`src/rtl/piso_shift_tx.sv`:
```
// Parallel-in serial-out transmitter with valid/ready load handshake,
// bit-valid qualifier, last-bit marker and downstream shift stall.
module piso_shift_tx #(
    parameter int WIDTH     = 4,
    parameter bit MSB_FIRST = 1'b1
) (
    input  logic             clk,
    input  logic             clear,
    input  logic [WIDTH-1:0] d,
    input  logic             load_valid,
    output logic             load_ready,
    input  logic             shift_en,
    output logic             sout,
    output logic             sout_valid,
    output logic             last,
    output logic             busy
);

    localparam int CW = $clog2(WIDTH);
    localparam logic [CW-1:0] LAST_CNT = CW'(WIDTH - 1);

    typedef enum logic {
        IDLE,
        SHIFT
    } state_t;

    state_t           state;
    logic [WIDTH-1:0] sreg;
    logic [CW-1:0]    cnt;
    logic             at_last;
    logic             accept;

    assign at_last = (state == SHIFT) && (cnt == LAST_CNT);

    // Ready in the final bit only when that bit actually leaves this edge,
    // which is what lets back-to-back words stream without a gap cycle.
    assign load_ready = clear && ((state == IDLE) || (at_last && shift_en));
    assign accept     = load_valid && load_ready;

    assign busy       = (state == SHIFT);
    assign sout_valid = busy;
    assign last       = at_last;
    assign sout       = busy ? (MSB_FIRST ? sreg[WIDTH-1] : sreg[0]) : 1'b0;

    always_ff @(posedge clk) begin
        if (!clear) begin
            state <= IDLE;
            sreg  <= '0;
            cnt   <= '0;
        end else if (accept) begin
            state <= SHIFT;
            sreg  <= d;
            cnt   <= '0;
        end else if (state == SHIFT && shift_en) begin
            if (cnt == LAST_CNT) begin
                state <= IDLE;
                sreg  <= '0;
                cnt   <= '0;
            end else begin
                // Shift toward the output end, zero-filling behind the data.
                if (MSB_FIRST)
                    sreg <= {sreg[WIDTH-2:0], 1'b0};
                else
                    sreg <= {1'b0, sreg[WIDTH-1:1]};
                cnt <= cnt + 1'b1;
            end
        end
    end

endmodule

```
`config.mk`:
```
export PLATFORM = sky130hd
export DESIGN_NAME = piso_shift_tx
export DESIGN_NICKNAME = d
export VERILOG_FILES = /design/src/rtl/piso_shift_tx.sv
export SDC_FILE = /design/constraint.sdc
export NUM_CORES = 1
export LEC_CHECK = 0
export CAP_MARGIN = 20
export CORE_AREA = 2 2 39 41
export CTS_CLUSTER_DIAMETER = 100
export DETAILED_ROUTE_END_ITERATION = 8
export DIE_AREA = 0 0 41 43
export DONT_BUFFER_PORTS = 1
export GPL_ROUTABILITY_DRIVEN = 0
export PLACE_DENSITY = 0.55
export SLEW_MARGIN = 20
export SYNTH_ARGS = -nofsm -noshare
export SYNTH_HDL_FRONTEND = slang
export SYNTH_SLANG_ARGS = --single-unit
export TNS_END_PERCENT = 10
```
`constraint.sdc`:
```
create_clock -name clk -period 1.7 [get_ports clk]
set_clock_uncertainty 0.2 [all_clocks]
set_input_delay 0.255 -clock clk [delete_from_list [all_inputs] [get_ports clk]]
set_output_delay 0.255 -clock clk [all_outputs]
set_load 0.02 [all_outputs]
```
==> flow_summary.html <==
<p>Metrics extracted from the flow reports.</p>
<table>
<tr><th>Metric</th><th>Value</th></tr>
<tr><th colspan="2">Worst setup path</th></tr>
<tr><td>Startpoint of the lowest-slack register-to-register path</td><td>cnt[0]$_SDFFE_PP0P_</td></tr>
<tr><td>Termination of the worst setup path</td><td>load_ready</td></tr>
<tr><td>WP depth</td><td>3</td></tr>
<tr><td>Critical path origin</td><td>cnt[0]$_SDFFE_PP0P_</td></tr>
<tr><td>Number of buffer and inverter instances along the worst setup path</td><td>0</td></tr>
<tr><td>Highest net fanout along the worst path</td><td>6</td></tr>
<tr><td>CP delay by family, top</td><td>flip-flops</td></tr>
<tr><td>Depth of the worst register-to-register path</td><td>5</td></tr>
<tr><td>Endpoint required time on the critical path</td><td>around 1200 ps</td></tr>
<tr><td>Critical register-to-register path endpoint</td><td>sreg[3]$_SDFFE_PN0P_</td></tr>
<tr><td>Endpoint type of the worst setup path</td><td>output pin</td></tr>
<tr><td>Internal reg-to-reg setup slack</td><td>160 ps</td></tr>
<tr><td>Slowest stage delay, CP</td><td>380 ps</td></tr>
<tr><td>Startpoint Class</td><td>flip-flop</td></tr>
<tr><td>Type of the worst setup path</td><td>reg -&gt; out</td></tr>
<tr><td>Critical path, cell by cell</td><td>ha_2, a21boi_4, nor2_4</td></tr>
<tr><td>Slowest cell on the critical path</td><td>dfxtp_1</td></tr>
<tr><td>Worst EP arrival</td><td>1140 ps</td></tr>
<tr><th colspan="2">Synthesis</th></tr>
<tr><td>Area fraction in mux cells</td><td>0.0245</td></tr>
<tr><td>Adder share</td><td>0.0306</td></tr>
<tr><td>Number of synthesis warnings</td><td>0</td></tr>
<tr><td>Cell count in the Yosys report</td><td>roughly 46</td></tr>
<tr><td>Top logic cell family in the synthesized netlist</td><td>simple AND/OR/NAND/NOR gates</td></tr>
<tr><td>Xor/xnor cell area share of the yosys netlist</td><td>0</td></tr>
<tr><td>Summed standard-cell area reported by yosys</td><td>approximately 410 um2</td></tr>
<tr><td>Post-Synthesis Net Count</td><td>55</td></tr>
<tr><td>Top cell type by total area after synthesis</td><td>dfxtp_1</td></tr>
<tr><td>Post-synthesis average cell area</td><td>a little under 9 um2</td></tr>
<tr><td>Register bit total from synthesis</td><td>7</td></tr>
<tr><td>Number of distinct library cells after synthesis</td><td>22</td></tr>
<tr><td>Main area contributors after synthesis</td><td>dfxtp_1, nand2b_1, o221a_2</td></tr>
<tr><td>Post-synthesis cell count</td><td>46</td></tr>
<tr><td>Area share, top type</td><td>0.343</td></tr>
<tr><td>Netlist Area Pre-Place</td><td>about 410 um2</td></tr>
<tr><td>Area share of and-or/or-and cells after synthesis</td><td>0.260</td></tr>
<tr><td>Simple Share, Synth</td><td>0.278</td></tr>
<tr><th colspan="2">Global route</th></tr>
<tr><td>Number of antenna violations at the first check in global routing</td><td>0</td></tr>
<tr><td>Aggregate global routing overflow</td><td>0</td></tr>
<tr><td>GRT Resource Usage Total</td><td>0.140</td></tr>
<tr><td>Vias in the first global route</td><td>between 300 and 400</td></tr>
<tr><td>Global-route wire length before repair</td><td>roughly 1.6 mm</td></tr>
<tr><td>Largest net degree at the start of global routing</td><td>10</td></tr>
<tr><th colspan="2">Routing</th></tr>
<tr><td>Number of vias after detailed routing</td><td>between 300 and 400</td></tr>
<tr><td>Drt via density</td><td>between 5 and 6</td></tr>
<tr><td>ANT nets after route</td><td>0</td></tr>
<tr><td>Total wire length after detailed routing</td><td>about 1 mm</td></tr>
<tr><td>DRC violation count after routing</td><td>0</td></tr>
<tr><td>Routed length per instance</td><td>~14 um</td></tr>
<tr><td>First-iteration detailed-routing DRC count</td><td>11</td></tr>
<tr><th colspan="2">Final layout</th></tr>
<tr><td>Fraction of final layout cells with drive strength greater than 1</td><td>0.286</td></tr>
<tr><td>Ant. Diodes</td><td>0</td></tr>
<tr><td>Number of fillers in the final layout</td><td>roughly 150</td></tr>
<tr><td>Number of nets in the layout</td><td>approximately 66</td></tr>
<tr><td>Finished Cell Area</td><td>around 520 um2</td></tr>
<tr><td>Post-Layout Cell Count</td><td>a little over 70</td></tr>
<tr><td>Post-synthesis to final-layout area growth</td><td>26.9%</td></tr>
<tr><th colspan="2">Power and ir drop</th></tr>
<tr><td>Portion of total power attributed to combinational logic</td><td>0.192</td></tr>
<tr><td>Switching power share of the total</td><td>0.278</td></tr>
<tr><td>Share of total power in sequential cells</td><td>0.433</td></tr>
<tr><td>Total leakage power</td><td>around 0.21 nW</td></tr>
<tr><td>Largest vdd supply drop</td><td>~400 uV</td></tr>
<tr><td>PwrDens</td><td>approximately 820 nW/um2</td></tr>
<tr><td>Internal power</td><td>slightly above 0.3 mW</td></tr>
<tr><td>Pwr Total</td><td>0.426 mW</td></tr>
<tr><td>Total net switching power</td><td>between 0.1 and 0.15 mW</td></tr>
<tr><th colspan="2">Final timing</th></tr>
<tr><td>Post-layout worst setup margin</td><td>about 100 ps</td></tr>
<tr><td>Setup repair after global routing missed its margin</td><td>no</td></tr>
<tr><td>Final setup violation count</td><td>0</td></tr>
<tr><td>Highest achievable clock rate</td><td>~0.63 GHz</td></tr>
<tr><td>Final Critical Period</td><td>around 1600 ps</td></tr>
<tr><td>Relative slew slack</td><td>0.873</td></tr>
<tr><td>Setup tns final</td><td>0 ps</td></tr>
<tr><td>Transition time at the pin with the least slew margin</td><td>roughly 190 ps</td></tr>
<tr><td>Final worst path period share</td><td>0.940</td></tr>
<tr><td>Final count of hold timing violations</td><td>0</td></tr>
<tr><td>Max-slew violations</td><td>0</td></tr>
<tr><th colspan="2">Floorplanning</th></tr>
<tr><td>Die height</td><td>between 40 and 50 um</td></tr>
<tr><td>Overall die width</td><td>approximately 41 um</td></tr>
<tr><td>Standard-cell row count</td><td>14</td></tr>
<tr><td>Floorplan core density</td><td>0.296</td></tr>
<tr><td>Count of pins on the block boundary</td><td>13</td></tr>
<tr><td>Core Region</td><td>~1400 um2</td></tr>
<tr><td>Overall chip area</td><td>approximately 1800 um2</td></tr>
<tr><th colspan="2">Place</th></tr>
<tr><td>Worst setup slack after placement</td><td>between 100 and 150 ps</td></tr>
<tr><td>Half-perimeter wire length after placement</td><td>658 um</td></tr>
<tr><td>Placed Instance Area</td><td>425 um2</td></tr>
<tr><td>Number of placed instances, taps included</td><td>between 60 and 70</td></tr>
<tr><td>Total of buffers placed on input and output ports</td><td>0</td></tr>
<tr><th colspan="2">Clock network</th></tr>
<tr><td>Post-CTS Hold Buffers</td><td>4</td></tr>
<tr><td>Sink count of the clock tree</td><td>7</td></tr>
<tr><td>Number of buffers between clock root and the deepest sink</td><td>2</td></tr>
<tr><td>Clock tree from TritonCTS</td><td>yes</td></tr>
<tr><td>CTS root buf</td><td>clkbuf_4</td></tr>
<tr><td>Inserted Clock Buffers</td><td>3</td></tr>
<tr><td>Count of buffers added by post-CTS timing repair for setup</td><td>0</td></tr>
<tr><td>Clock-pin transition on the worst setup and hold timing paths</td><td>60 ps</td></tr>
<tr><td>Quantity of gates resized following cts</td><td>2</td></tr>
<tr><td>Maximum level of the CTS H-tree</td><td>1</td></tr>
<tr><th colspan="2">Flow run</th></tr>
<tr><td>Max cap viols</td><td>0</td></tr>
<tr><td>OpenROAD warnings</td><td>26</td></tr>
<tr><th colspan="2">Run status</th></tr>
<tr><td>Outcome</td><td>completed</td></tr>
<tr><th colspan="2">Hold path</th></tr>
<tr><td>Type of the most critical hold path</td><td>in -&gt; reg</td></tr>
</table>
-- layout by cell type, fill, tap and decap left out --
cell and n:
a21oi_1 2, and3b_2 1, ha_2 1, o221a_1 1, o221a_2 2, clkbuf_4 3, nand2b_1 4, dfxtp_1 7
nand2_1 5, buf_4 3, nand3b_1 2, o21ai_2 1, a31oi_1 3, nor2_1 4, nor2_4 1, nor2_2 1
and2_2 2, dlygate4sd3_1 5, a311oi_1 1, inv_1 2, nor3_1 1, o21a_1 1, clkbuf_1 1, a21boi_4 1
mux2i_1 1
-- worst reg2reg max path, stage by stage, from the launching register on --
cell and delay (ps):
dfxtp_1 340, ha_2 240, a21boi_4 220, buf_4 180, nor2_2 40, o221a_1 220
-- area by class of cell --
cell class | count | area, um2 | area share
sequential | 7 | 140 | 0.270
timing repair buffer | 8 | 72.6 | 0.140
tap | 16 | 20.0 | 0.0386
clock buffer | 4 | 26.3 | 0.0506
multi-input combinational | 35 | 253 | 0.487
inverter | 2 | 7.51 | 0.0145
-- cells in the mapped netlist --
| master | instances |
|---|---|
| nand2b_1 | 4 |
| ha_1 | 1 |
| nor2_2 | 1 |
| o21a_1 | 1 |
| nand3b_1 | 2 |
| buf_6 | 1 |
| o221a_2 | 2 |
| nor2_1 | 5 |
| buf_4 | 1 |
| a311oi_1 | 1 |
| a21oi_1 | 2 |
| a21boi_4 | 1 |
| a31oi_1 | 3 |
| inv_1 | 2 |
| nand2_1 | 5 |
| o221a_1 | 1 |
| and3b_2 | 1 |
| nor3_1 | 1 |
| and2_2 | 2 |
| mux2i_1 | 1 |
| o21ai_2 | 1 |
| dfxtp_1 | 7 |
-- metrics by stage --
stage / hold WS [ps] / utilization
2_1_floorplan: 173 / -
3_3_place_gp: 176 / 0.307
3_5_place_dp: 177 / 0.307
4_1_cts: 0.685 / 0.359
5_1_grt: 37.5 / 0.375
6_report: 30.4 / 0.375
-- routing by layer --
| metal | share of wire | vias up | global-route usage |
|---|---|---|---|
| li1 | - | 183 | - |
| met1 | 0.45 | 166 | 0.174 |
| met2 | 0.43 | 16 | 0.175 |
| met3 | 0.10 | 4 | 0.105 |
| met4 | 0.021 | 0 | 0.0600 |
| met5 | 0 | - | 0 |
-- kinds of logic (layout without fill, tap and decap cells) --
kind of cell	Yosys count	in the layout
AND/OR/NAND/NOR	21	21
flip-flops	7	7
buffers and inverters	4	14
adder cells (fa/ha/maj)	1	1
AND-OR/OR-AND	12	12
multiplexers	1	1
-- registers in the layout, indices dropped and copies added (netlist names) --
register and flops:
busy 1, cnt 2, sreg 4
-- worst min path at each step --
stage	start	cells past startpoint	end
after CTS	shift_en	2	cnt[0]$_SDFFE_PP0P_
after detailed placement	clear	1	busy$_SDFFE_PN0P_
after floorplan	clear	1	busy$_SDFFE_PN0P_
after global routing	shift_en	3	cnt[1]$_SDFFE_PP0P_
after global placement	clear	1	busy$_SDFFE_PN0P_
final	clear	2	sreg[0]$_SDFFE_PN0P_
-- power by group through the flow --
stage                     Clock (mW)  Combinational (mW)  Sequential (mW)
after floorplan                    0              0.0567            0.188
after global placement             0              0.0649            0.188
after detailed placement           0              0.0657            0.188
after CTS                      0.162              0.0757            0.184
after global routing           0.177              0.0907            0.186
final                          0.160              0.0817            0.184
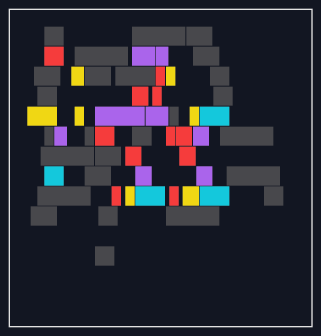
(images/logic_types.png)
[yellow] NOR gates | cells: 7 | most used: nor2_1
[red] NAND gates | cells: 11 | most used: nand2_1
[cyan] AND-OR and OR-AND gates | cells: 4 | most used: o221a_2
[purple] inverting AOI/OAI gates | cells: 8 | most used: a31oi_1
share of the final layout cell area in multi-input gates: 0.487
top logic cell by instance count in the layout: dfxtp_1

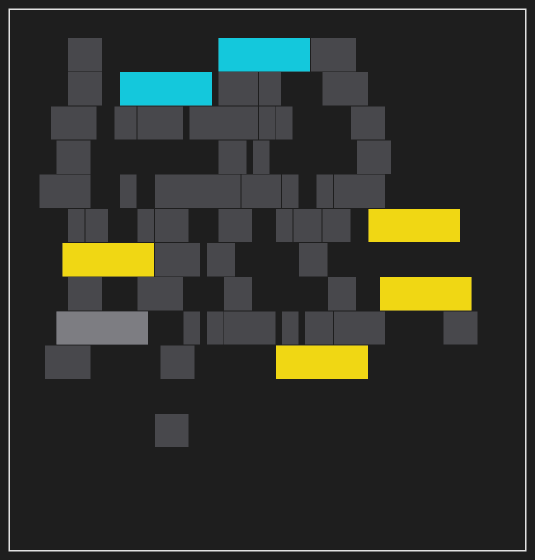
(images/flops_by_reg.png)
Other sequential cells in the stronger gray, the rest of the logic in the fainter gray.
[cyan] cnt | sequential cells: 2
[yellow] sreg | sequential cells: 4
end-of-flow core utilization: 0.375
combined flip-flop and latch cell area: 140 um2
power in sequential cells: 0.184 mW
sequential share of cell area: 0.270

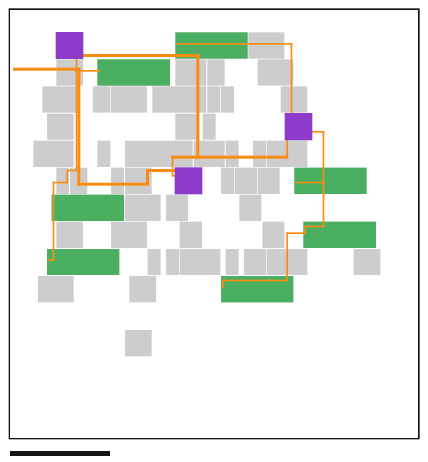
(images/clk_routes.png)
The bar under the picture is 10 um long.
[green] flip-flops | count: 7
[orange] clock wires | length: 149 um
[purple] clock drivers | count: 3
routed clock nets: 4
Clock group: 0.160 mW
clock group share of total power: 0.376
clock insertion delay at the later pin of the skew report: 260 ps

Power figures rest on the tool's default switching activity, not on a simulated workload.
